**config.mk**
```make
export PLATFORM = sky130hd
export DESIGN_NAME = cycle_countdown_timer
export DESIGN_NICKNAME = d
export VERILOG_FILES = /design/src/rtl/cdt_pkg.sv /design/src/rtl/cdt_prescaler.sv /design/src/rtl/cycle_countdown_timer.sv
export SDC_FILE = /design/constraint.sdc
export NUM_CORES = 1
export LEC_CHECK = 0
export CAP_MARGIN = 5
export CORE_ASPECT_RATIO = 1.1
export CORE_MARGIN = 4
export CORE_UTILIZATION = 39
export CTS_BUF_LIST = sky130_fd_sc_hd__clkbuf_2 sky130_fd_sc_hd__clkbuf_4 sky130_fd_sc_hd__clkbuf_8
export CTS_CLUSTER_SIZE = 28
export DETAILED_ROUTE_END_ITERATION = 16
export DONT_BUFFER_PORTS = 1
export PLACE_DENSITY_LB_ADDON = 0.15
export SLEW_MARGIN = 20
export SYNTH_ARGS = -nofsm -noshare
export SYNTH_HDL_FRONTEND = slang
export SYNTH_SLANG_ARGS = --single-unit
export TNS_END_PERCENT = 1
```
**constraint.sdc**
```tcl
create_clock -name clk -period 3.9 [get_ports clk]
set_clock_uncertainty 0.1 [all_clocks]
set_input_delay 0.78 -clock clk [delete_from_list [all_inputs] [get_ports clk]]
set_output_delay 0.78 -clock clk [all_outputs]
set_load 0.03 [all_outputs]
```
**src/rtl/cdt_pkg.sv**
```systemverilog
// Shared definitions for the washer phase countdown timer: controller state
// codes, timer FSM encoding, BCD limits and the remaining-time record.
package cdt_pkg;

  localparam logic [2:0] ST_IDLE       = 3'd0;
  localparam logic [2:0] ST_WASH       = 3'd1;
  localparam logic [2:0] ST_WASH_PAUSE = 3'd2;
  localparam logic [2:0] ST_DRY        = 3'd3;
  localparam logic [2:0] ST_DRY_PAUSE  = 3'd4;
  localparam logic [2:0] ST_PREP       = 3'd5;

  localparam logic [3:0] MAX_ONE = 4'd9;
  localparam logic [3:0] MAX_TEN = 4'd5;

  typedef enum logic [2:0] {
    T_IDLE = 3'd0,
    T_PREP = 3'd1,
    T_RUN  = 3'd2,
    T_HOLD = 3'd3,
    T_DONE = 3'd4
  } tmr_state_e;

  typedef struct packed {
    logic [3:0] hr;
    logic [3:0] ten;
    logic [3:0] one;
  } bcd_time_t;

endpackage

```
**src/rtl/cdt_prescaler.sv**
```systemverilog
// Unit prescaler: counts 0..TICKS_PER_UNIT-1 while run is high and emits a
// one-cycle tick at terminal count; holds its fraction while run is low.
module cdt_prescaler
  import cdt_pkg::*;
#(
  parameter int unsigned TICKS_PER_UNIT = 50_000_000
) (
  input  logic clk,
  input  logic reset,
  input  logic clear,
  input  logic run,
  output logic tick
);

  localparam int unsigned CNT_W = (TICKS_PER_UNIT > 1) ? $clog2(TICKS_PER_UNIT) : 1;
  localparam logic [CNT_W-1:0] TERM = CNT_W'(TICKS_PER_UNIT - 1);

  logic [CNT_W-1:0] cnt_q, cnt_d;

  always_comb begin
    cnt_d = cnt_q;
    if (clear) begin
      cnt_d = '0;
    end else if (run) begin
      cnt_d = (cnt_q == TERM) ? '0 : cnt_q + CNT_W'(1);
    end
  end

  always_ff @(posedge clk or negedge reset) begin
    if (!reset) begin
      cnt_q <= '0;
    end else begin
      cnt_q <= cnt_d;
    end
  end

  assign tick = run && !clear && (cnt_q == TERM);

endmodule

```
**src/rtl/cycle_countdown_timer.sv**
```systemverilog
// Washer phase countdown: loads prep/wash/dry times on phase entry, counts down
// in BCD and pulses done_op once per phase. Define CDT_PAUSE_BLINK_EN to add
// the blank output that flashes the digits while paused.
module cycle_countdown_timer
  import cdt_pkg::*;
#(
  parameter int unsigned TICKS_PER_UNIT = 50_000_000,
  parameter int unsigned PREP_UNITS     = 3
) (
  input  logic       clk,
  input  logic       reset,
  input  logic [2:0] state,
  input  logic [3:0] wash_hr,
  input  logic [3:0] wash_min_ten,
  input  logic [3:0] wash_min_one,
  input  logic [3:0] dry_hr,
  input  logic [3:0] dry_min_ten,
  input  logic [3:0] dry_min_one,
  output logic       done_op,
  output logic [3:0] remain_hr,
  output logic [3:0] remain_min_ten,
  output logic [3:0] remain_min_one,
  output logic       busy
`ifdef CDT_PAUSE_BLINK_EN
  ,
  output logic       blank
`endif
);

  function automatic logic [3:0] clamp_digit(input logic [3:0] d, input logic [3:0] lim);
    return (d > lim) ? lim : d;
  endfunction

  function automatic bcd_time_t load_time(input logic [3:0] hr, input logic [3:0] ten,
                                          input logic [3:0] one);
    bcd_time_t r;
    r.hr  = clamp_digit(hr, MAX_ONE);
    r.ten = clamp_digit(ten, MAX_TEN);
    r.one = clamp_digit(one, MAX_ONE);
    return r;
  endfunction

  // One-unit BCD decrement with minute/hour borrows; 0:00 is a floor.
  function automatic bcd_time_t bcd_dec(input bcd_time_t t);
    bcd_time_t r;
    r = t;
    if (t.one != 4'd0) begin
      r.one = t.one - 4'd1;
    end else if (t.ten != 4'd0) begin
      r.ten = t.ten - 4'd1;
      r.one = MAX_ONE;
    end else if (t.hr != 4'd0) begin
      r.hr  = t.hr - 4'd1;
      r.ten = MAX_TEN;
      r.one = MAX_ONE;
    end
    return r;
  endfunction

  logic [2:0]  state_q, state_d;
  tmr_state_e  fsm_q, fsm_d;
  bcd_time_t   remain_q, remain_d;
  logic        done_q, done_d;
  logic        busy_q, busy_d;

  logic        change;
  logic        is_count_st;
  logic        is_pause_st;
  logic        is_resume;
  logic        presc_clear;
  logic        presc_run;
  logic        tick;
  bcd_time_t   load_val;

  assign state_d     = state;
  assign change      = (state != state_q);
  assign is_count_st = (state == ST_WASH) || (state == ST_DRY) || (state == ST_PREP);
  assign is_pause_st = (state == ST_WASH_PAUSE) || (state == ST_DRY_PAUSE);
  assign is_resume   = change &&
                       (((state == ST_WASH) && (state_q == ST_WASH_PAUSE)) ||
                        ((state == ST_DRY)  && (state_q == ST_DRY_PAUSE)));

  // A state change suppresses run, so a coincident terminal tick is dropped
  // and the prescaler keeps its fraction instead of wrapping.
  assign presc_clear = (change && is_count_st && !is_resume) ||
                       (!is_count_st && !is_pause_st);
  assign presc_run   = !change && is_count_st &&
                       ((fsm_q == T_PREP) || (fsm_q == T_RUN)) &&
                       (remain_q != '0);

  cdt_prescaler #(
    .TICKS_PER_UNIT (TICKS_PER_UNIT)
  ) u_prescaler (
    .clk   (clk),
    .reset (reset),
    .clear (presc_clear),
    .run   (presc_run),
    .tick  (tick)
  );

  always_comb begin
    load_val = '0;
    case (state)
      ST_PREP: load_val = '{hr: 4'd0, ten: 4'd0, one: clamp_digit(4'(PREP_UNITS), MAX_ONE)};
      ST_WASH: load_val = load_time(wash_hr, wash_min_ten, wash_min_one);
      ST_DRY:  load_val = load_time(dry_hr, dry_min_ten, dry_min_one);
      default: load_val = '0;
    endcase
  end

  always_comb begin
    fsm_d    = fsm_q;
    remain_d = remain_q;
    done_d   = 1'b0;
    if (!is_count_st && !is_pause_st) begin
      remain_d = '0;
      fsm_d    = T_IDLE;
    end else if (is_pause_st) begin
      fsm_d = T_HOLD;
    end else if (change) begin
      if (is_resume) begin
        fsm_d = (remain_q == '0) ? T_DONE : T_RUN;
      end else begin
        remain_d = load_val;
        fsm_d    = (state == ST_PREP) ? T_PREP : T_RUN;
      end
    end else if ((fsm_q == T_PREP) || (fsm_q == T_RUN)) begin
      // Reaching 0:00 is observed one cycle later, giving the pulse its delay.
      if (remain_q == '0) begin
        done_d = 1'b1;
        fsm_d  = T_DONE;
      end else if (tick) begin
        remain_d = bcd_dec(remain_q);
      end
    end
    busy_d = (fsm_d == T_PREP) || (fsm_d == T_RUN);
  end

  always_ff @(posedge clk or negedge reset) begin
    if (!reset) begin
      state_q  <= ST_IDLE;
      fsm_q    <= T_IDLE;
      remain_q <= '0;
      done_q   <= 1'b0;
      busy_q   <= 1'b0;
    end else begin
      state_q  <= state_d;
      fsm_q    <= fsm_d;
      remain_q <= remain_d;
      done_q   <= done_d;
      busy_q   <= busy_d;
    end
  end

  assign done_op        = done_q;
  assign busy           = busy_q;
  assign remain_hr      = remain_q.hr;
  assign remain_min_ten = remain_q.ten;
  assign remain_min_one = remain_q.one;

`ifdef CDT_PAUSE_BLINK_EN
  localparam int unsigned HALF  = (TICKS_PER_UNIT >= 2) ? (TICKS_PER_UNIT / 2) : 1;
  localparam int unsigned BL_W  = (HALF > 1) ? $clog2(HALF) : 1;
  localparam logic [BL_W-1:0] BL_TERM = BL_W'(HALF - 1);

  logic [BL_W-1:0] blink_cnt_q, blink_cnt_d;
  logic            blank_q, blank_d;

  always_comb begin
    blink_cnt_d = '0;
    blank_d     = 1'b0;
    if ((fsm_d == T_HOLD) && (fsm_q == T_HOLD)) begin
      blank_d = blank_q;
      if (blink_cnt_q == BL_TERM) begin
        blink_cnt_d = '0;
        blank_d     = !blank_q;
      end else begin
        blink_cnt_d = blink_cnt_q + BL_W'(1);
      end
    end
  end

  always_ff @(posedge clk or negedge reset) begin
    if (!reset) begin
      blink_cnt_q <= '0;
      blank_q     <= 1'b0;
    end else begin
      blink_cnt_q <= blink_cnt_d;
      blank_q     <= blank_d;
    end
  end

  assign blank = blank_q;
`endif

endmodule

```
### The metal 1 layer

Supply wires on this layer in gray.
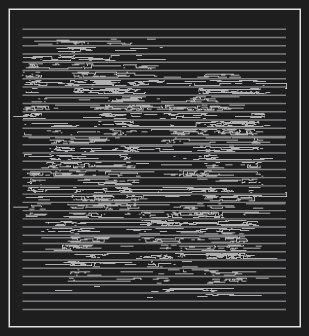
longest straight run	28.5 µm
nets with wire on the layer	381
wire length on this layer	3970 µm
met1 Resource Use GR: 23.20%
DRT Wirelength: 8507 µm
total number of vias: 2985

### Metal 2

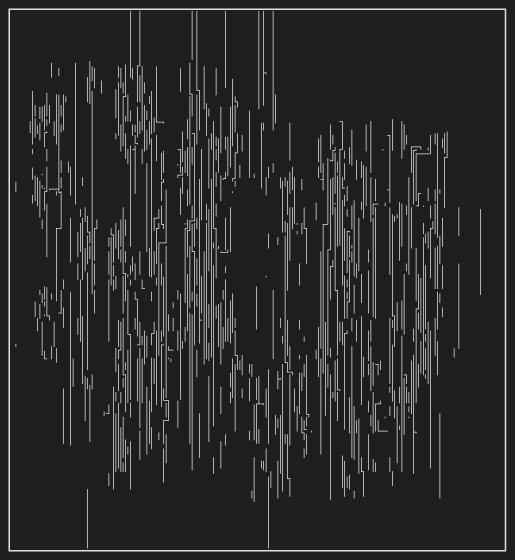
longest straight run	39.1 µm
main direction	vertical
wire length on this layer	4060 µm

### The metal 3 layer

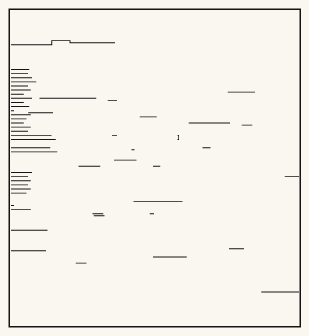
longest straight run	18.4 µm
share of all routed wire	4.5%
wire length on this layer	381 µm
main direction	horizontal

### Wire density map

Scale bar: 20 µm. The die is cut into 19 by 21 equal tiles; dark purple is low, yellow is high, scaled to the fullest tile. Values are wire area over tile area, all layers added.
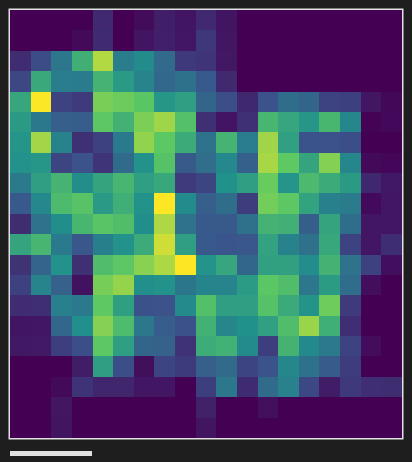
tiles over half the peak	29%
nearly empty tiles	23%
emptiest ninth of the die	north-east
fullest tile	0.43
mean over tiles	0.13

==> results.toml <==
# flow metrics
[status]
status = "finished, final reports clean"

[yosys]
syn-cell-area_um2 = 3287
synthFlopType = "dfrtp_1"
synth-edff-count = 0
ys_sh_aoi_pct = 21.55
ys_top_cells_by_area = "dfrtp_1 35%, nand3_1 5.8%, a31oi_1 4.8%"
ys_seq_elements = 46
synth_stat.cells = 384
ys_seq_share_pct = 35.02
ys_area_um2 = 3287
synth.avg_cell_area_um2 = 8.560
most_common_cell = "dfrtp_1"
synth-async-reset-ratio_pct = 100.0
synth.top_cells.by_count = "46 x dfrtp_1, 38 x nand3_1, 25 x a31oi_1"
synth_top_area_share_pct = 35.02
ys_sh_simple_pct = 31.29
largest_area_cell = "dfrtp_1"
ys_sh_xor_pct = 1.332
synth_cell_type_count = 63
syn-num-nets = 418
ys_sh_adder_pct = 1.903
muxShareOfSynthArea_pct = 3.578

[worst_hold_path]
hp-class = "in2async"

[sta]
slew_violations = 0
rsz0062_at_grt = "no"
setup-violations-final = 0
fin_crit_sh_pct = 82.93
period_minus_slack_ps = 3234
hold_viol = 0
max_slew.worst_pin.slew_ps = 767.4
relSlewSlack_pct = 48.84
setup_tns_ps = 0

[global_routing]
antenna_found_initial = 0
use_met2_pct = 28.02
grt_pass1_wl_um = 14140
grt_util_met3_pct = 3.907
overflow = 0
grt_max_degree = 47
grt_pass1_vias = 2917
grt-busiest-layer = "met2"

[power]
pg_clk_mw = 0.348
sw_frac_of_total_pct = 31.13
clkPwrFrac_pct = 31.5
pwr_density_cell_nw_per_um2 = 321.0
power_switching_mw = 0.3438
seqPwrFrac_pct = 50.3
p_int_mw = 0.7607
p_comb_mw = 0.201
p_comb_share_pct = 18.2
power_leader = "sequential cells"
ir_drop_v = 0.0001344
p_total_mw = 1.105
powerSeq_mw = 0.556

[clock_tree]
holdBufCountCts = 0
ctsLongestPathBuffers = 2
h-tree-depth = 2
cts_made_buffers = 5
post-cts-setup-buffers = 0
clkLatencyLatePin_ps = 300
path_clk_slew_ps = 90
cts.repair.resized = 0
cts-root-buf = "clkbuf_8"
cts_sinks = 46

[detailed_routing]
drcViolationCount = 0
first_iter_violations = 116
wl_met2_um = 4055
drt_pre_antenna_iters = 4
wl_met3_um = 380
wl_met1_um = 3968
antenna_left = 0
vias_per_cell = 6.258

[place]
hpwl_um = 6036
place_congestion = 0.8343
portBuffers = 0

[critical_path]
slowest_stage = "dfrtp_1"
worstSetupEndpointType = "flop"
cp_num_buf_inv = 1
critPathLaunch = "remain_min_one[0]"
crit_path_max_incr_delay_ps = 520
reg2reg_slack_ps = 670
required_ps = 4010
reg2regPathDepth = 7
path_delay_family = "simple AND/OR/NAND/NOR gates"
cp_cell_sequence = "inv_1, ha_1, or3b_1, nor3_1, or3_1, nand2_1, a31oi_1"
start_kind = "flop"
cp.arrival_ps = 3350
crit_type = "reg2reg"
r2r_end = "u_prescaler.cnt_q[18]"

[job]
tool_warnings = 27
drv_cap = 0

[finish]
lay_top_cells = "46 x dfrtp_1, 38 x nand3_1, 25 x a31oi_1, 20 x nor2_1, 20 x nand2_1"
layout_top_cell = "dfrtp_1"
final_util_pct = 42.79
drive_gt1_share_pct = 6.504
register_area_um2 = 1151
num-fill-cells = 799
final-comb-area_um2 = 1966
syn2layout_area_growth_pct = 4.682

[die]
core.rowCount = 34
initCoreUtil_pct = 40.88
io_pins = 43
die-area_um2 = 9962
die_w_um = 95.53
registers in the layout, summed over array words and instances (netlist names):
signal,cells
u_prescaler.cnt_q,26
remain_hr,4
remain_min_one,4
remain_min_ten,4
fsm_q,3
state_q,3
busy,1
done_op,1
area by class of cell:
cell class,instances,share of cell area [%]
multi-input combinational,295,57.13
sequential,46,33.45
tap,108,3.927
clock buffer,8,3.200
inverter,19,2.073
timing repair buffer,1,0.2182
stage by stage:
| stage | setup slack (ps) | cells | instance area [µm²] |
|---|---|---|---|
| after detailed placement | 698.6 | 469 | 3331 |
| after CTS | 654.1 | 477 | 3441 |
| after global routing | 345.1 | 477 | 3441 |
| after global placement | 794.2 | 469 | 3331 |
| final | 665.8 | 477 | 3441 |
| after floorplan | 1158 | 384 | 3287 |
